File: src/rtl/alu_s1_if.sv
// Operand/result bundle between the operand-select stage (master) and alu_s1 (slave).
interface alu_s1_if;
  logic        clk_enable;
  logic        op_valid;
  logic [3:0]  alu_op;
  logic [31:0] pre_alu_a;
  logic [31:0] pre_alu_b;
  logic [31:0] alu_result;
  logic        result_valid;
  logic        busy;

  modport master (
    output clk_enable, op_valid, alu_op, pre_alu_a, pre_alu_b,
    input  alu_result, result_valid, busy
  );

  modport slave (
    input  clk_enable, op_valid, alu_op, pre_alu_a, pre_alu_b,
    output alu_result, result_valid, busy
  );
endinterface

File: src/rtl/alu_s1.sv
// alu_s1: stage-1 RV32I execute unit with a registered result and one-cycle valid pulse.
// Shifts run 1 bit/cycle with a busy stall unless ALU_BARREL_SHIFT_EN is defined.
module alu_s1 (
  input  logic     clk,
  input  logic     rst,
  alu_s1_if.slave  bus
);
  localparam logic [3:0] OP_ADD   = 4'd0;
  localparam logic [3:0] OP_SUB   = 4'd1;
  localparam logic [3:0] OP_SLL   = 4'd2;
  localparam logic [3:0] OP_SLT   = 4'd3;
  localparam logic [3:0] OP_SLTU  = 4'd4;
  localparam logic [3:0] OP_XOR   = 4'd5;
  localparam logic [3:0] OP_SRL   = 4'd6;
  localparam logic [3:0] OP_SRA   = 4'd7;
  localparam logic [3:0] OP_OR    = 4'd8;
  localparam logic [3:0] OP_AND   = 4'd9;
  localparam logic [3:0] OP_PASSA = 4'd10;
  localparam logic [3:0] OP_EQ    = 4'd11;

  logic [3:0]  op;
  logic [31:0] a;
  logic [31:0] b;
  logic [4:0]  shamt;
  logic        is_shift;
  logic        accept;
  logic        start_shift;
  logic        shift_done;
  logic [31:0] shreg_next;
  logic [31:0] alu_out;
  logic [31:0] result_d, result_q;
  logic        valid_d, valid_q;

  assign op       = bus.alu_op;
  assign a        = bus.pre_alu_a;
  assign b        = bus.pre_alu_b;
  assign shamt    = b[4:0];
  assign is_shift = (op == OP_SLL) || (op == OP_SRL) || (op == OP_SRA);

  always_comb begin
    // NOTE: default assignment first so every path drives alu_out; no latch is inferred.
    alu_out = '0;
    case (op)
      OP_ADD:   alu_out = a + b;
      OP_SUB:   alu_out = a - b;
      OP_SLT:   alu_out = {31'b0, $signed(a) < $signed(b)};
      OP_SLTU:  alu_out = {31'b0, a < b};
      OP_XOR:   alu_out = a ^ b;
      OP_OR:    alu_out = a | b;
      OP_AND:   alu_out = a & b;
      OP_PASSA: alu_out = a;
      OP_EQ:    alu_out = {31'b0, a == b};
`ifdef ALU_BARREL_SHIFT_EN
      OP_SLL:   alu_out = a << shamt;
      OP_SRL:   alu_out = a >> shamt;
      OP_SRA:   alu_out = $unsigned($signed(a) >>> shamt);
`else
      // Only used for a zero shift amount; nonzero shifts complete through the FSM.
      OP_SLL, OP_SRL, OP_SRA: alu_out = a;
`endif
      default:  alu_out = '0;
    endcase
  end

`ifdef ALU_BARREL_SHIFT_EN
  assign accept      = bus.clk_enable && bus.op_valid;
  assign start_shift = 1'b0;
  assign shift_done  = 1'b0;
  assign shreg_next  = '0;
  assign bus.busy    = 1'b0;
`else
  typedef enum logic {S_IDLE, S_SHIFT} state_e;

  state_e      state_q, state_d;
  logic [4:0]  cnt_q, cnt_d;
  logic [31:0] shreg_q, shreg_d;
  logic [3:0]  sh_op_q, sh_op_d;

  assign accept      = bus.clk_enable && bus.op_valid && (state_q == S_IDLE);
  assign start_shift = accept && is_shift && (shamt != 5'd0);
  assign shift_done  = (state_q == S_SHIFT) && (cnt_q == 5'd1);

  always_ff @(posedge clk) begin
    if (rst) state_q <= S_IDLE;
    else     state_q <= state_d;
  end

  always_comb begin
    state_d = state_q;
    case (state_q)
      S_IDLE:  if (start_shift) state_d = S_SHIFT;
      S_SHIFT: if (cnt_q == 5'd1) state_d = S_IDLE;
      default: state_d = S_IDLE;
    endcase
  end

  always_comb begin
    bus.busy = (state_q == S_SHIFT);
  end

  always_comb begin
    case (sh_op_q)
      OP_SLL:  shreg_next = {shreg_q[30:0], 1'b0};
      OP_SRL:  shreg_next = {1'b0, shreg_q[31:1]};
      default: shreg_next = {shreg_q[31], shreg_q[31:1]};
    endcase
  end

  // Shift datapath keeps advancing while in SHIFT, independent of clk_enable.
  always_comb begin
    shreg_d = shreg_q;
    cnt_d   = cnt_q;
    sh_op_d = sh_op_q;
    if (start_shift) begin
      shreg_d = a;
      cnt_d   = shamt;
      sh_op_d = op;
    end else if (state_q == S_SHIFT) begin
      shreg_d = shreg_next;
      cnt_d   = cnt_q - 5'd1;
    end
  end

  always_ff @(posedge clk) begin
    if (rst) begin
      cnt_q   <= '0;
      shreg_q <= '0;
      sh_op_q <= OP_ADD;
    end else begin
      cnt_q   <= cnt_d;
      shreg_q <= shreg_d;
      sh_op_q <= sh_op_d;
    end
  end
`endif

  always_comb begin
    result_d = result_q;
    valid_d  = 1'b0;
    if (shift_done) begin
      result_d = shreg_next;
      valid_d  = 1'b1;
    end else if (accept && !start_shift) begin
      result_d = alu_out;
      valid_d  = 1'b1;
    end
  end

  // NOTE: clocked state uses non-blocking assignments so every flop samples pre-edge values.
  always_ff @(posedge clk) begin
    if (rst) begin
      result_q <= '0;
      valid_q  <= 1'b0;
    end else begin
      result_q <= result_d;
      valid_q  <= valid_d;
    end
  end

  assign bus.alu_result   = result_q;
  assign bus.result_valid = valid_q;
endmodule
File: src/flat_wrapper.sv
// flat-port wrapper written by rule: the top's interface ports become plain ports
module alu_s1_flat 
  (clk, rst, bus_clk_enable, bus_op_valid, bus_alu_op, bus_pre_alu_a, bus_pre_alu_b, bus_alu_result, bus_result_valid, bus_busy);
  alu_s1_if bus_i ();
  input  logic clk;
  input  logic rst;
  input wire logic [$bits(bus_i.clk_enable)-1:0] bus_clk_enable;
  input wire logic [$bits(bus_i.op_valid)-1:0] bus_op_valid;
  input wire logic [$bits(bus_i.alu_op)-1:0] bus_alu_op;
  input wire logic [$bits(bus_i.pre_alu_a)-1:0] bus_pre_alu_a;
  input wire logic [$bits(bus_i.pre_alu_b)-1:0] bus_pre_alu_b;
  output wire logic [$bits(bus_i.alu_result)-1:0] bus_alu_result;
  output wire logic [$bits(bus_i.result_valid)-1:0] bus_result_valid;
  output wire logic [$bits(bus_i.busy)-1:0] bus_busy;
  assign bus_i.clk_enable = bus_clk_enable;
  assign bus_i.op_valid = bus_op_valid;
  assign bus_i.alu_op = bus_alu_op;
  assign bus_i.pre_alu_a = bus_pre_alu_a;
  assign bus_i.pre_alu_b = bus_pre_alu_b;
  assign bus_alu_result = bus_i.alu_result;
  assign bus_result_valid = bus_i.result_valid;
  assign bus_busy = bus_i.busy;
  alu_s1 u_core (.clk(clk), .rst(rst), .bus(bus_i));
endmodule
File: config.mk
export PLATFORM = sky130hd
export DESIGN_NAME = alu_s1_flat
export DESIGN_NICKNAME = d
export VERILOG_FILES = /design/src/rtl/alu_s1_if.sv /design/src/rtl/alu_s1.sv /design/src/flat_wrapper.sv
export SDC_FILE = /design/constraint.sdc
export NUM_CORES = 1
export LEC_CHECK = 0
export CORE_UTILIZATION = 58
export DETAILED_ROUTE_END_ITERATION = 10
export PLACE_DENSITY_LB_ADDON = 0.15
export SLEW_MARGIN = 20
export SYNTH_ARGS = -nofsm -noshare
export SYNTH_HDL_FRONTEND = slang
export SYNTH_SLANG_ARGS = --single-unit
export TNS_END_PERCENT = 1
File: constraint.sdc
create_clock -name clk -period 4.9 [get_ports clk]
set_clock_uncertainty 0.1 [all_clocks]
set_input_delay 1.225 -clock clk [delete_from_list [all_inputs] [get_ports clk]]
set_output_delay 1.225 -clock clk [all_outputs]
set_load 0.005 [all_outputs]
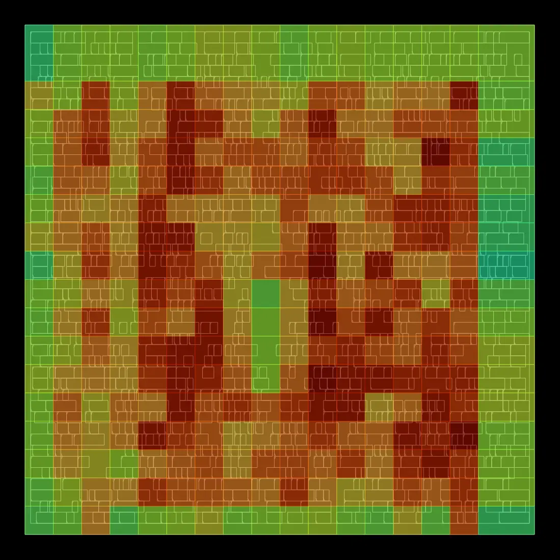
(run_1/congestion_map.png)
M3 GR Usage: 8.93%
met2 Usage GRT: 64.2%

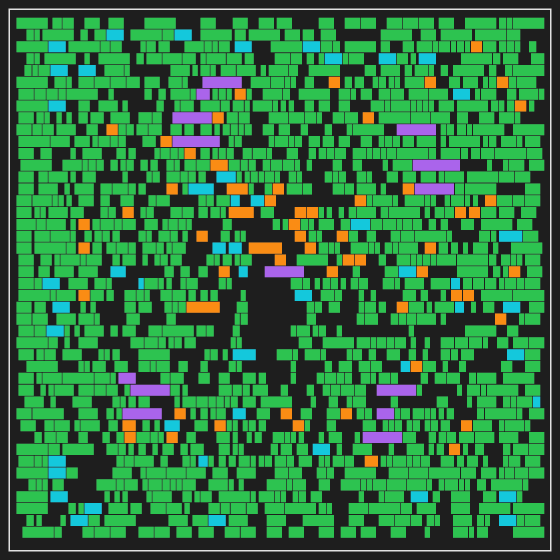
(run_1/sizing.png)
Key: purple = x6 and larger [cells 14, share 1.1%]; cyan = x2 [cells 48, share 3.8%]; orange = x3 and x4 [cells 59, share 4.6%]; green = x1 and smaller [cells 1153, share 91%]
post-route cell area: 10300 um^2
layout overhead on the synthesized area: 19.1%
non-clock buffer count in the final layout: 157

==> out/notes.md, run 1 <==
The flow ran to the end, and the final reports show no timing, DRC or antenna violations. The top cell type by area accounts for 17.4% of the synthesized area. Looking at the reg2reg group, the worst path starts from u_core.bus.busy$_SDFF_PP0_.

The proportion of synthesized flip-flops having asynchronous set or reset was 0%. The buffer cell driving the clock tree root is clkbuf_16. Max-capacitance violation count: 0. Element type at the critical path end: a register. The total power came out at 2.27 mW.

The path depth of the worst reg2reg path was 9. The cell with the most instances after synthesis was nor2_1. For reference, the placement row count at floorplan is 44. The worst setup path is of the input port to register kind.

The run gives 0 ns as the post-route setup TNS. Entering global routing, the biggest net connects 76 pins. The capture point of the critical path was reported as u_core.bus.alu_result[30]$_SDFFE_PP0P_.

At the pin with the least slew margin, the transition time is 0.899 ns. The highest clock rate came out at 0.227 GHz. After synthesis, the cell types taking the most area are dfxtp_1 17%, ha_1 14%, a21oi_1 6.5%, nor2_1 5.3%, a22oi_1 4.9%.

Clock-pin slew was measured on the worst setup and hold paths at 0.07 ns. The clock passes through at most 2 buffers. Detailed placement ended at an HPWL of 23700 um. The logs give 1442 for the instance count after placement with tap cells included and 9880 for the vias after detailed routing. The run gives 0.36 ns for the clock network latency to the later pin of the worst-skew pair. Setup repair after global routing left no endpoint under its margin. The run gives 75 for the TritonCTS sink count. Dividing the synthesized area by the synthesized cell count gives 7.30 um^2. The run gives 9.50% for the share of post-route cells with drive strength above 1. In the final report, the number of endpoints failing setup comes to 0. For the worst reg-to-reg path, the endpoint reported by OpenROAD is u_core.bus.alu_result[28]$_SDFFE_PP0P_. Yosys reports a chip area of 8640 um^2. After synthesis, the netlist uses 84 different library cells.

The leakage power of the design was 4.19 nW. In the routed layout, each cell is associated on average with a via count of 6.78. The number of synthesized flops with an enable pin is 0. The number of setup buffers added after CTS is 0. Counting pins that exceed their max-slew limit in the final report gives 0. TritonCTS built the clock tree. For the final standard cell count with taps included and fillers excluded, the log shows 1458. After layout, the worst setup slack is 0.491 ns.

With the post-synthesis sequential element count at 75, the number of warnings in the stage logs is 91. The most instantiated flip-flop cell in the synthesis netlist was dfxtp_1. The commonest cells after synthesis are 123 x nor2_1, 113 x a21oi_1, 98 x ha_1. The worst hold path terminates at u_core.shreg_q[0]$_SDFFE_PP0P_.

The most common logic cells in the final layout are 121 x nor2_1, 113 x a21oi_1, 104 x clkdlybuf4s50_1. Setup slack on the worst path after placement came out at 0.250 ns. Post-CTS repair changed the size of 0 cells.

Counting only logic cells after layout, the most numerous master is nor2_1. Data arrives at the worst endpoint at 4.59 ns. Endpoints failing hold in the final report were tallied at 0. Shortest clock period the worst path allows after layout: 4.41 ns. The run gives 8946 for the via count of the first global-routing pass. For this run, the register share of the synthesized area comes to 17.4%. For the maximum VDD drop, the log shows 0.164 mV. With the number of iterations in the first detailed-routing pass at 6, the cell area reported after detailed placement is 9960 um^2. In the post-route report, total wirelength is listed as 32100 um. Checking hold timing, the worst path is listed with class register to register. The tools report the reg-to-reg setup timing slack as 1.77 ns.

The script parses the final routing iteration and logs DRC violations as 0. The total die area is 15400 um^2. The logs give 48600 um for the first-pass GRT wire length and 106 for the I/O pin count. Per the gpl log, the routability congestion estimate is 0.974. The run gives 220 nW/um^2 for the power density over the cells.

With the number of nets at the end of the flow at 1441, the final critical-path share of the clock period is 90.0%. dfxtp_1 takes more of the synthesized area than any other cell. Per the hold report, the tightest min-delay path originates at u_core.shreg_q[0]$_SDFFE_PP0P_. OpenSTA lists the critical path startpoint as bus_pre_alu_b[2]. The run gives 40.0% for the headroom to the max-slew limit.

Of all nets on the critical path, the largest fanout is 9. The synth_stat.txt file lists the number of cells as 1184. With the number of nets at floorplan at 1356, the depth of the CTS H-tree is 3. The antenna diode count was 0.

CTS buffer count: 9. After the first detailed-routing iteration, the DRC count stood at 1416. The data required time reported for the critical path is 5.08 ns. The number of antenna violations at the first check in global routing is 1.

The warning tally printed by Yosys for this design is 0. The synthesized netlist occupies a cell area of 8640 um^2. The script logs the mean routed wire length per placed instance as 22.0 um. The number of hold buffers added after CTS was 0. The total overflow left after global routing is 0. Final hold analysis gives a worst-case slack of 0.369 ns. For the global-route total usage across every layer, the log shows 41.4%. The worst hold path was traced through 2 stages. The tools report the launching element type of the critical path as an input port. The horizontal die dimension reported for this design is 124 um. Port buffering added 105 buffers. With the vertical extent of the die at 124 um, the number of routed nets with antenna violations is 0.
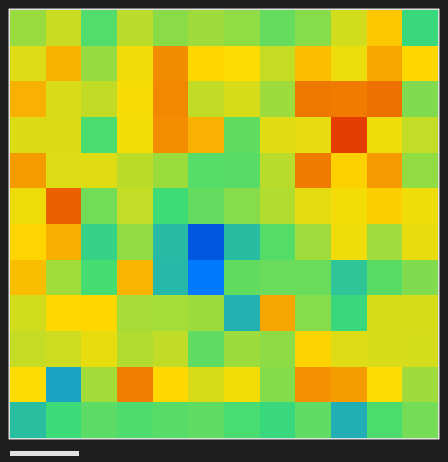
(run_1/util_map.png)
Bar = 20 um. The die is cut into 12 by 12 equal tiles; dark blue is low, red is high, 0 to 100% covered.
The emptiest ninth of the die: middle. The fullest tile reaches 93%. The mean over all tiles is 65%. 23% of the tiles are over 75% full.
placeable core region: 14500 um^2
Core Util, Final: 70.8%
initial core utilization: 59.5%

## run 1: kinds of logic (layout without fill, tap and decap cells)
group	Yosys count	after routing	synth area share (%)
xor gates and xnor gates	31	31	3.14
DFF	75	75	17.4
AOI/OAI and AO/OA	429	429	34.1
and+or+nand+nor	336	336	18.0
muxes	34	34	4.34
buffers and inverters	179	269	8.37
adders and majority gates	100	100	14.7
## run 1: per-layer routing
| metal | part of all wire, % | vias to the layer above | global-route usage [%] | routed length [um] |
|---|---|---|---|---|
| met1 | 41 | 4656 | 55.3 | 13200 |
| li1 | - | 4504 | - | - |
| met2 | 44 | 615 | 64.2 | 14200 |
| met5 | 0 | - | 0 | 0 |
| met4 | 3.5 | 0 | 16.8 | 1140 |
| met3 | 11 | 105 | 8.93 | 3510 |
## run 1: report_power, final
part	switching (mW)	total, mW	internal (mW)
registers	0.0173	0.646	0.629
logic	0.497	0.841	0.344
clock network	0.324	0.782	0.458
## run 1: sequential cells by signal, indices dropped and copies added (netlist names)
name                     flops
u_core.bus.busy              1
u_core.sh_op_q               4
u_core.shreg_q              32
u_core.bus.result_valid      1
u_core.cnt_q                 5
u_core.bus.alu_result       32
## run 1: critical path: stages
cell and delay (ns):
clkdlybuf4s50_1 0.59, inv_1 0.10, ha_1 0.45, a211oi_1 0.16
o21ai_1 0.34, nand3_1 0.13, and4_1 0.24, o21ai_1 0.36
nand3_1 0.12, o31ai_1 0.34, mux2_2 0.37, o211ai_1 0.16
## run 1: area by class of cell
class                           count  area (um^2)
Sequential cell                    75         1500
Inverter                           96          360
Timing Repair Buffer              157         1440
Fill cell                        1228         4240
Clock inverter                      7          109
Tap cell                          184          230
Clock buffer                        9          225
Multi-Input combinational cell    930         6430
==> run_1/class_map.png <==
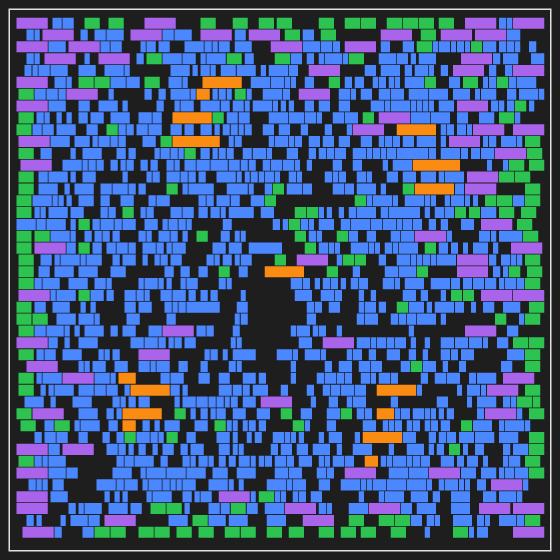

==> run 2, diff against run 1 <==
--- a/config.mk
+++ b/config.mk
@@ -5,6 +5,7 @@
 export SDC_FILE = /design/constraint.sdc
 export NUM_CORES = 1
 export LEC_CHECK = 0
+export CORE_MARGIN = 4
 export CORE_UTILIZATION = 58
 export DETAILED_ROUTE_END_ITERATION = 10
 export PLACE_DENSITY_LB_ADDON = 0.15
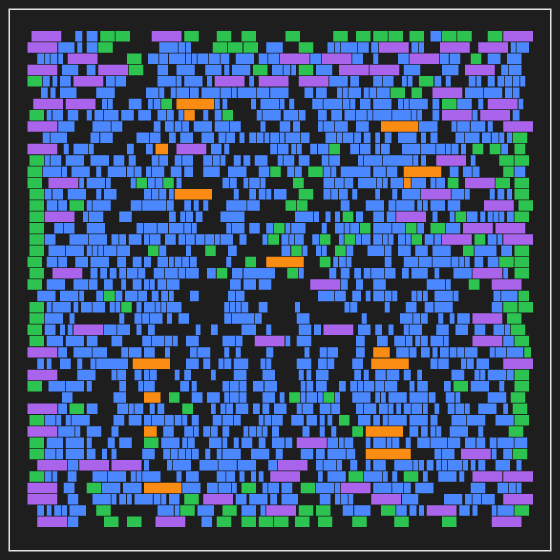
(run_2/class_map.png)
Key: blue = remaining logic cells [cells 1026, share of their area 68%]; green = remaining buffers and delay cells [cells 150, share of their area 14%]; orange = clock drivers and dummy loads [cells 16, share of their area 3.1%]; purple = sequential cells [cells 75, share of their area 15%]
placeable core region: 14600 um^2
share of cell area taken by flip-flops and latches: 14.7%
site row count: 44
post-route cell area: 10200 um^2

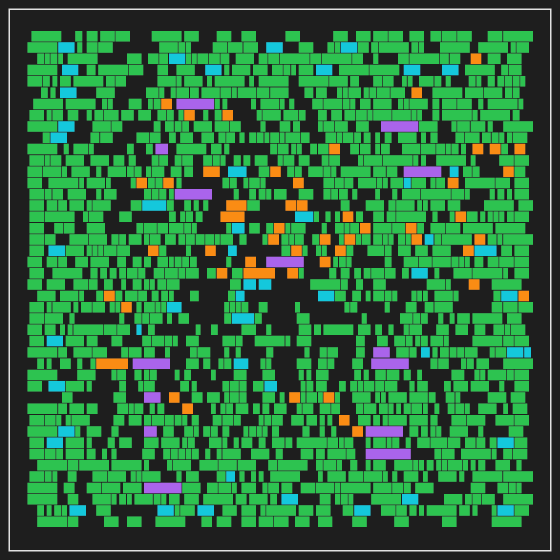
(run_2/sizing.png)
Key: purple = x6 and larger [cells 14, share 1.1%]; orange = x3 and x4 [cells 51, share 4.0%]; green = x1 and smaller [cells 1153, share 91%]; cyan = x2 [cells 49, share 3.9%]
final worst slack: 0.454 ns
non-clock buffer count in the final layout: 150

==> run 2 against run 1 <==
Net effect:
- final cell count decreased by 0.48%
- routed wire length increased by 0.31%
- sequential share of layout area increased by 0.11 points
- power decreased by 2.5%
- utilization decreased by 0.81 points
- critical endpoint is now u_core.bus.alu_result[20]$_SDFFE_PP0P_
==> out/notes.md, run 2 <==
Share of post-route cells with drive strength above 1: 9.00% (was 9.50%). The number of hold-slack violations in the final timing report is 0 (unchanged). The clock slew at the register clock pins of the worst setup and hold paths was 0.07 ns (about the same). Worst min-delay path endpoint: u_core.shreg_q[0]$_SDFFE_PP0P_ (unchanged).

The run gives 29.1% (was 28.5%) for the sequential group share of total power. The number of nets at floorplan was 1356 (unchanged). For the CTS buffer count, the log shows 9 (unchanged).

The element type at the critical path end was a register (unchanged). The end point of the critical path was u_core.bus.alu_result[20]$_SDFFE_PP0P_ (was u_core.bus.alu_result[30]$_SDFFE_PP0P_). The number of cells on the worst hold path was 2 (unchanged).

Wire length after detailed routing: 32100 um (about the same). With the highest clock rate at 0.225 GHz (was 0.227 GHz), the critical path data arrival time is 4.60 ns (was 4.59 ns). The logs give 0 (unchanged) for the number of routed nets with antenna violations and 17.4% (unchanged) for the share of the yosys chip area belonging to registers. Maximum VDD drop: 0.167 mV (was 0.164 mV). Most common logic cells in the final layout: 121 x nor2_1, 113 x a21oi_1, 104 x clkdlybuf4s50_1 (unchanged). The run gives 0 (unchanged) as the hold buffer count at cts. The final number of setup-violating endpoints was 0 (unchanged).

The run gives 0.36 ns (about the same) for the clock network latency to the later pin of the worst-skew pair. The part of the power in the clock network was 33.3% (was 34.5%); the first-pass GRT wire length was 49700 um (was 48600 um). The run gives 9212 (was 8946) as the via count of the first global-routing pass. The remaining global-route overflow was 0 (unchanged). The run gives 130 um (was 124 um) for the vertical extent of the die. Most frequently placed logic cell in the final layout: nor2_1 (unchanged). The logs give 16900 um^2 (was 15400 um^2) for the total die area and 0 ns (unchanged) for the post-route setup TNS. The cell area reported after detailed placement was 9910 um^2 (was 9960 um^2). Data required time of the critical path: 5.05 ns (was 5.08 ns). The buffer cell driving the clock tree root was clkbuf_16 (unchanged).

The number of antenna violations at the first check in global routing was 0 (was 1); the delay of the slowest cell on the worst path was 0.49 ns (was 0.59 ns). The tools report the portion of total power attributed to combinational logic as 37.7% (was 37.1%). The cell with the most instances after synthesis is nor2_1 (unchanged). For the smallest hold slack, the log shows 0.364 ns (was 0.369 ns).

TritonCTS built the clock tree. The largest driver fanout on the critical path is 5 (was 9). The netlist area before placement is 8640 um^2 (unchanged). With the HPWL after detailed placement at 23900 um (was 23700 um), the proportion of synthesized flip-flops having asynchronous set or reset is 0% (unchanged). The total power was 2.21 mW (was 2.27 mW); the transition at the pin with the smallest max-transition slack was 0.928 ns (was 0.899 ns).

The flow ran to the end, and the final reports show no timing, DRC or antenna violations. The run gives 0 (unchanged) as the final-report max-slew violation count. The number of I/O port buffers came out at 105 (unchanged). The post-CTS repair timing setup buffer count was 0 (unchanged). Leading post-synthesis cells by instance count: 123 x nor2_1, 113 x a21oi_1, 98 x ha_1 (unchanged).

For the power dissipated by switching net loads, the log shows 840 uW (was 838 uW). The depth of the CTS H-tree came out at 3 (unchanged). With the post-synthesis sequential element count at 75 (unchanged), the number of nets at the end of the flow is 1434 (was 1441).

The run gives 37.9% (was 36.9%) for the switching fraction of total power. The horizontal die size came out at 130 um (was 124 um). The leading area contributor after synthesis was dfxtp_1 (unchanged).

The run gives 6 (unchanged) for the number of iterations in the first detailed-routing pass. With the Yosys chip area at 8640 um^2 (unchanged), the headroom to the max-slew limit is 38.1% (was 40.0%). The routability-driven placement congestion ratio is 1.04 (was 0.974). The worst hold path class was register to register (unchanged). The tools report the tally of yosys warning messages as 0 (unchanged). The critical hold path startpoint is u_core.shreg_q[0]$_SDFFE_PP0P_ (unchanged). The maximum count of clock buffers along a single path is 2 (unchanged), and the number of synthesized flops with an enable pin is 0 (unchanged). Most instantiated flip-flop cell in the synthesis netlist: dfxtp_1 (unchanged). Type of the setup path with the least slack: input port to register (unchanged). The path depth of the worst reg2reg path was 9 (unchanged); the number of warnings in the stage logs was 91 (unchanged).

The routed wire length per instance was 22.2 um (was 22.0 um); the number of cell instances after yosys synthesis was 1184 (unchanged). The run gives 1.37 mW (was 1.43 mW) for the cell internal power dissipation. For the I/O pin count, the log shows 106 (unchanged). The tools report the worst setup path startpoint as bus_pre_alu_a[0] (was bus_pre_alu_b[2]). The final standard cell count with taps included and fillers excluded was 1451 (was 1458); the power density over the cells was 217 nW/um^2 (was 220 nW/um^2). The tools report the endpoint of the worst register-to-register path as u_core.bus.alu_result[25]$_SDFFE_PP0P_ (was u_core.bus.alu_result[28]$_SDFFE_PP0P_). The standard cell with the maximum stage delay on the critical path is clkdlybuf4s50_1 (unchanged).

The tools report the vias after detailed routing as 9795 (was 9880). The max-capacitance violation count came out at 0 (unchanged). The number of design rule violations left after detail routing was 0 (unchanged); the mean instance size in the synthesized netlist was 7.30 um^2 (unchanged).

Cell types with the largest area share after synthesis: dfxtp_1 17%, ha_1 14%, a21oi_1 6.5%, nor2_1 5.3%, a22oi_1 4.9% (unchanged). For the number of cells upsized or downsized after cts, the log shows 0 (unchanged).
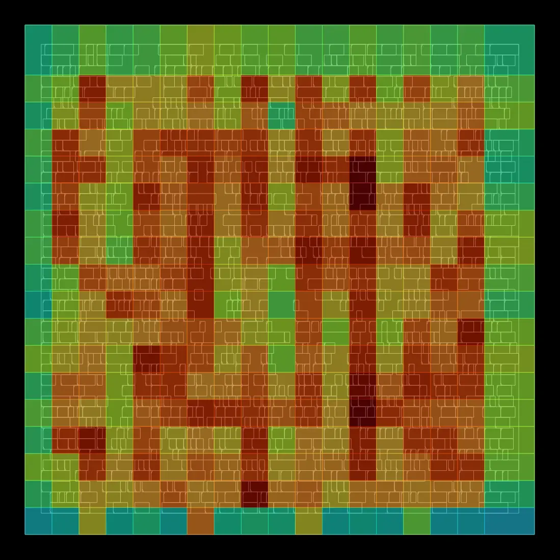
(run_2/congestion_map.png)
busiest layer in global routing: met2
Core Util, Final: 70.0%
met2 Usage GRT: 58.6%

run 2: cell counts after synthesis:
No cell type changed its count.
run 2: layout make-up:
type | instances | area, um^2 | share of cell area (%)
clock buffer | 9 | 225 | 2.20
clock inverter | 7 | 82.6 | 0.808
inverter | 96 | 360 | 3.53
multi-input combinational | 930 | 6430 | 63.0
sequential | 75 | 1500 | 14.7
tap | 184 | 230 | 2.25
timing repair buffer | 150 | 1380 | 13.5
run 2: critical path: cells and delay by family:
family,cells,cell delay (ns)
buffers and inverters,3,0.67
AOI/OAI and AO/OA,6,1.58
xor gates and xnor gates,1,0.15
and+or+nand+nor,2,0.42
adders and majority gates,2,0.54
run 2: cell families after synthesis:
logic type      Yosys count  synth area share [%]
flops                    75                  17.4
fa+ha+maj               100                  14.7
mux                      34                  4.34
compound gates          429                  34.1
buf+inv                 179                  8.37
simple gates            336                  18.0
xor+xnor                 31                  3.14
run 2: metal layers:
| layer | track usage (%) | vias up | part of all wire [%] |
|---|---|---|---|
| met5 | 0 | - | 0 |
| met4 | 16.3 | 0 | 3.6 |
| met3 | 5.53 | 85 | 8.5 |
| met2 | 58.6 | 538 | 45 |
| met1 | 50.6 | 4685 | 43 |
| li1 | - | 4487 | - |
run 2: power by group through the flow:
stage	registers [mW]	clock network, mW	logic, mW
finish	0.644	0.736	0.833
global route	0.645	0.761	0.899
CTS	0.643	0.734	0.812
detailed placement	0.657	0	0.805
global placement	0.657	0	0.801
floorplan	0.654	0	0.529
Power is estimated from default activity; no workload was simulated.
